I/O pins on the die edge:
Pins as bars across the die edge, other pins in gray.
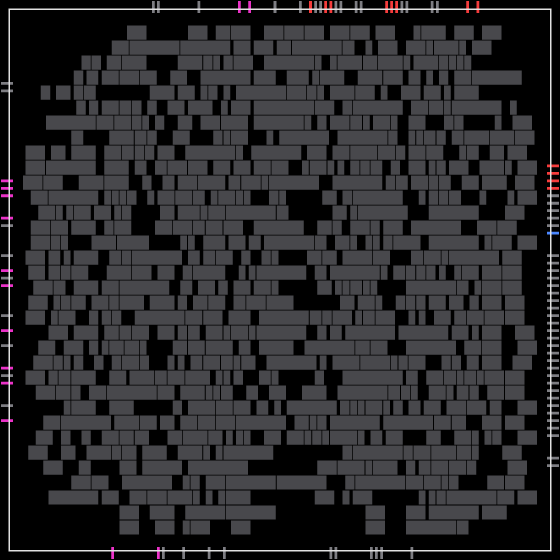
Metal layers overlaid:
Only two layers are drawn.
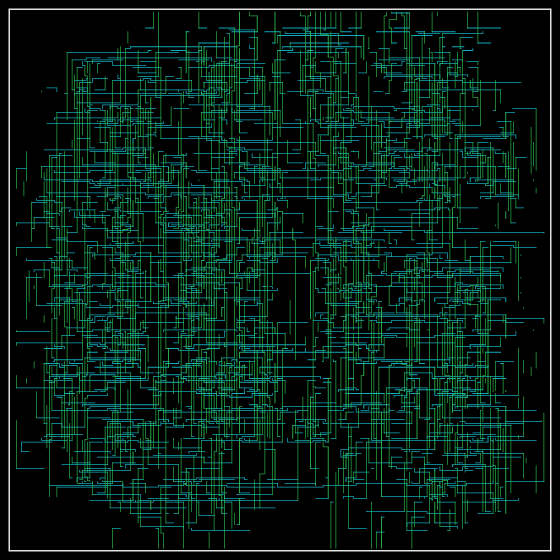
Clock nets:
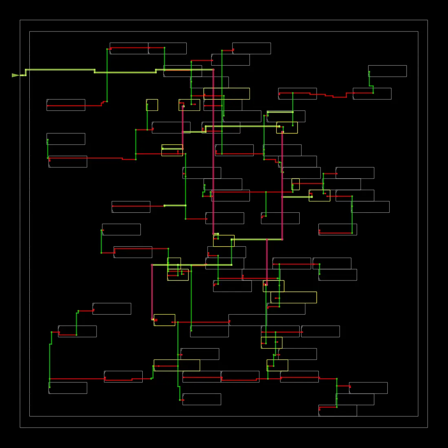
## config.mk

```make
export PLATFORM = sky130hd
export DESIGN_NAME = cnn_layer_sequencer
export DESIGN_NICKNAME = d
export VERILOG_FILES = /design/src/rtl/cnn_layer_sequencer.sv
export SDC_FILE = /design/constraint.sdc
export NUM_CORES = 1
export LEC_CHECK = 0
export CORE_MARGIN = 2
export CORE_UTILIZATION = 58
export DETAILED_ROUTE_END_ITERATION = 12
export PLACE_DENSITY = 0.87
export SYNTH_ARGS = -nofsm -noshare
export SYNTH_HDL_FRONTEND = slang
export SYNTH_SLANG_ARGS = --single-unit
```

## constraint.sdc

```tcl
create_clock -name clk -period 7.8 [get_ports clk]
set_input_delay 1.56 -clock clk [delete_from_list [all_inputs] [get_ports clk]]
set_output_delay 1.56 -clock clk [all_outputs]
set_load 0.01 [all_outputs]
```

## src/rtl/cnn_layer_sequencer.sv

```systemverilog
// rtl/cnn_layer_sequencer.sv - multi-layer conv sequencer: weight load, compute, drain, ping-pong swap
module cnn_layer_sequencer #(
    parameter int NUM_LAYERS = 3,
    parameter int ADDR_W     = 12,
    parameter int WADDR_W    = 14,
    parameter int LAYER_W    = 2
) (
    input  logic               clk,
    input  logic               rst,
    input  logic               locked,
    input  logic               start,
    input  logic               abort,
    input  logic [WADDR_W-1:0] cfg_w_words,
    input  logic [ADDR_W-1:0]  cfg_in_words,
    input  logic [ADDR_W-1:0]  cfg_out_words,
    input  logic               pe_ready,
    input  logic               pe_out_valid,
    output logic [LAYER_W-1:0] layer_idx,
    output logic               weight_en,
    output logic [WADDR_W-1:0] weight_addr,
    output logic               calc_en,
    output logic               rd_valid,
    output logic [ADDR_W-1:0]  rd_addr,
    output logic               wr_en,
    output logic [ADDR_W-1:0]  wr_addr,
    output logic               buf_sel,
    output logic               busy,
    output logic               done,
    output logic               ovf
);

    typedef enum logic [2:0] {IDLE, WLOAD, COMPUTE, DRAIN, SWAP, DONE} state_t;

    state_t             state, state_nxt;
    logic [WADDR_W-1:0] wbase, wcnt;
    logic [ADDR_W-1:0]  rcnt, ocnt;

    logic run_start, last_layer, out_full, in_empty, w_empty, ovf_hit;

    assign run_start   = start && locked;
    assign last_layer  = (layer_idx == LAYER_W'(NUM_LAYERS - 1));
    assign out_full    = (ocnt >= cfg_out_words);
    assign in_empty    = (cfg_in_words == '0);
    assign w_empty     = (cfg_w_words == '0);
    assign ovf_hit     = calc_en && pe_out_valid && out_full;

    assign weight_addr = wbase + wcnt;
    assign rd_addr     = rcnt;
    assign wr_addr     = ocnt;
    assign busy        = (state != IDLE);

    always_ff @(posedge clk or negedge rst) begin
        if (!rst) state <= IDLE;
        else      state <= state_nxt;
    end

    always_comb begin
        state_nxt = state;
        weight_en = 1'b0;
        calc_en   = 1'b0;
        rd_valid  = 1'b0;
        wr_en     = 1'b0;
        done      = 1'b0;
        case (state)
            IDLE: begin
                if (run_start) state_nxt = WLOAD;
            end
            WLOAD: begin
                weight_en = !w_empty;
                if (w_empty || wcnt == cfg_w_words - WADDR_W'(1)) state_nxt = COMPUTE;
            end
            COMPUTE: begin
                calc_en  = 1'b1;
                rd_valid = pe_ready && !in_empty;
                wr_en    = pe_out_valid && !out_full;
                if (in_empty || (pe_ready && rcnt == cfg_in_words - ADDR_W'(1)))
                    state_nxt = DRAIN;
            end
            DRAIN: begin
                calc_en = 1'b1;
                wr_en   = pe_out_valid && !out_full;
                // Leave only once the count seen at cycle start is already complete.
                if (out_full) state_nxt = SWAP;
            end
            SWAP: begin
                state_nxt = last_layer ? DONE : WLOAD;
            end
            DONE: begin
                done      = 1'b1;
                state_nxt = IDLE;
            end
            default: state_nxt = IDLE;
        endcase
        if (abort && state != IDLE) state_nxt = IDLE;
    end

    always_ff @(posedge clk or negedge rst) begin
        if (!rst) begin
            layer_idx <= '0;
            wbase     <= '0;
            wcnt      <= '0;
            rcnt      <= '0;
            ocnt      <= '0;
            buf_sel   <= 1'b0;
            ovf       <= 1'b0;
        end else begin
            case (state)
                IDLE: begin
                    if (run_start) begin
                        layer_idx <= '0;
                        wbase     <= '0;
                        wcnt      <= '0;
                        rcnt      <= '0;
                        ocnt      <= '0;
                        buf_sel   <= 1'b0;
                        ovf       <= 1'b0;
                    end
                end
                WLOAD: begin
                    if (weight_en) wcnt <= wcnt + WADDR_W'(1);
                end
                COMPUTE, DRAIN: begin
                    if (rd_valid) rcnt <= rcnt + ADDR_W'(1);
                    if (wr_en)    ocnt <= ocnt + ADDR_W'(1);
                    if (ovf_hit)  ovf  <= 1'b1;
                end
                SWAP: begin
                    // An abort here keeps buf_sel pointing at the last completed layer.
                    if (!abort) begin
                        buf_sel <= !buf_sel;
                        wbase   <= wbase + cfg_w_words;
                        wcnt    <= '0;
                        rcnt    <= '0;
                        ocnt    <= '0;
                        if (!last_layer) layer_idx <= layer_idx + LAYER_W'(1);
                    end
                end
                default: ;
            endcase
        end
    end

endmodule

```

==> flow_summary.json <==
{
  "finalPower_w": 0.001198,
  "powerClk_w": 0.000360,
  "nonClkBufAreaFrac_pct": 14.87,
  "cts_hold_buf": 0,
  "drc": 0,
  "grt.total_usage_pct": 27.70,
  "aoi_share_pct": 18.26,
  "top_regs": "wbase x14, wcnt x14",
  "dominant_cells": "combinational gates",
  "fmax_mhz": 161.3,
  "status": "finished clean",
  "hold_violations": 0,
  "root_buffer": "clkbuf_8",
  "drt_iter0_drc": 245,
  "p_int_w": 0.0007711,
  "rsz0062_at_grt": "no",
  "comb_area_share_pct": 53.88,
  "yosys.area.top_type": "dfrtp_1",
  "reg2reg_slack_ns": 4.77,
  "yosys_area_um2": 5120,
  "cp-endpoint": "wr_en",
  "topRoutingLayerUsed": "met4",
  "adder_share_pct": 11.97,
  "grt-ovfl-total": 0,
  "rows": 34,
  "power_leader": "combinational cells",
  "dr.pass1.iters": 5,
  "chip_area_um2": 9595,
  "crit_chain": "clkdlybuf4s50_1 -> inv_1 -> ha_1 -> a21o_1 -> a211o_1 -> a2111oi_0 -> o21ai_1 -> a21oi_2 -> nor2_1 -> nor2_1 -> clkdlybuf4s50_1",
  "totalWireLength_um": 13060,
  "warnings": 27,
  "use_met2_pct": 48.10,
  "leakage_nw": 2.911,
  "tapCellCount": 108,
  "place_hpwl_um": 9695,
  "r2r_end": "wr_addr[11]",
  "cap_violations": 0,
  "synthXorXnorAreaFrac_pct": 13.34,
  "dp.cells": 776,
  "clkCellAreaFrac_pct": 3.913,
  "worstSkewPairLatency_ns": 0.35,
  "nNonClkBuffers": 96,
  "peakVddDrop_mv": 0.1042,
  "vias": 4816,
  "final_cell_mix": "clkdlybuf4s50_1 (91), dfrtp_1 (59), nor2_1 (56)",
  "hold_start": "ovf",
  "initCoreUtil_pct": 59.29,
  "mux_share_pct": 2.004,
  "cp.arrival_ns": 4.64,
  "required_ns": 6.24,
  "cts.repair.resized": 0,
  "critical_path_class": "in -> out",
  "p_comb_w": 0.000440,
  "grt_pass1_wl_um": 21780,
  "top_cells_by_count": "dfrtp_1 (59), nor2_1 (56), ha_1 (45)",
  "grt_use_met1_pct": 34.82,
  "cpPeakStageDelay_ns": 0.56,
  "final_common_cell": "clkdlybuf4s50_1",
  "syn_to_final_growth_pct": 24.27,
  "fin_tns_setup_ns": 0,
  "rr_worst_depth": 9,
  "slew_viol_final": 0,
  "clk_pin_slew_worst_paths_ns": 0.08,
  "layout-drive-gt1-share_pct": 5.994,
  "logic_family": "simple AND/OR/NAND/NOR gates",
  "postSynthSeqShare_pct": 28.84,
  "yosys_warnings": 0,
  "crit_start": "cfg_out_words[9]",
  "cts_tree": "done",
  "grt_most_used_layer": "met2",
  "start_kind": "input port",
  "p_sw_share_pct": 35.61,
  "met3WireLength_um": 717,
  "fin_cells": 792,
  "area_leaders": "dfrtp_1 (29%), ha_1 (11%), xor2_1 (6.8%), xnor2_1 (6.5%), nor2_1 (4.1%)",
  "pwr.group.sequential_w": 0.000398,
  "grt_pass1_vias": 4645,
  "fp.dieH_um": 97.96,
  "num-multi-input-gates": 479,
  "hold_class": "reg -> reg",
  "finalCritPeriodShare_pct": 79.50,
  "antenna_found_initial": 0,
  "edf_count": 0
}
About 'I/O pins on the die edge':
Magenta shows cfg_w_words, pins 14, direction input, edge 10 west, 2 south, 2 north. Red shows wr_addr, pins 12, direction output, edge 8 north, 4 east. Blue shows pe_out_valid, pins 1, direction input, edge east.
All pins by edge: 37 east, 25 north, 19 west, 12 south.

About 'metal layers overlaid':
Cyan shows met1, wire length 5550 um. Green shows met2, wire length 6560 um.

About 'clock nets':
number of sequential cells: 59
Num CTS Buffers: 9
clk_buf instances: 10
Worst Skew: 0.01285 ns
clock sinks: 59

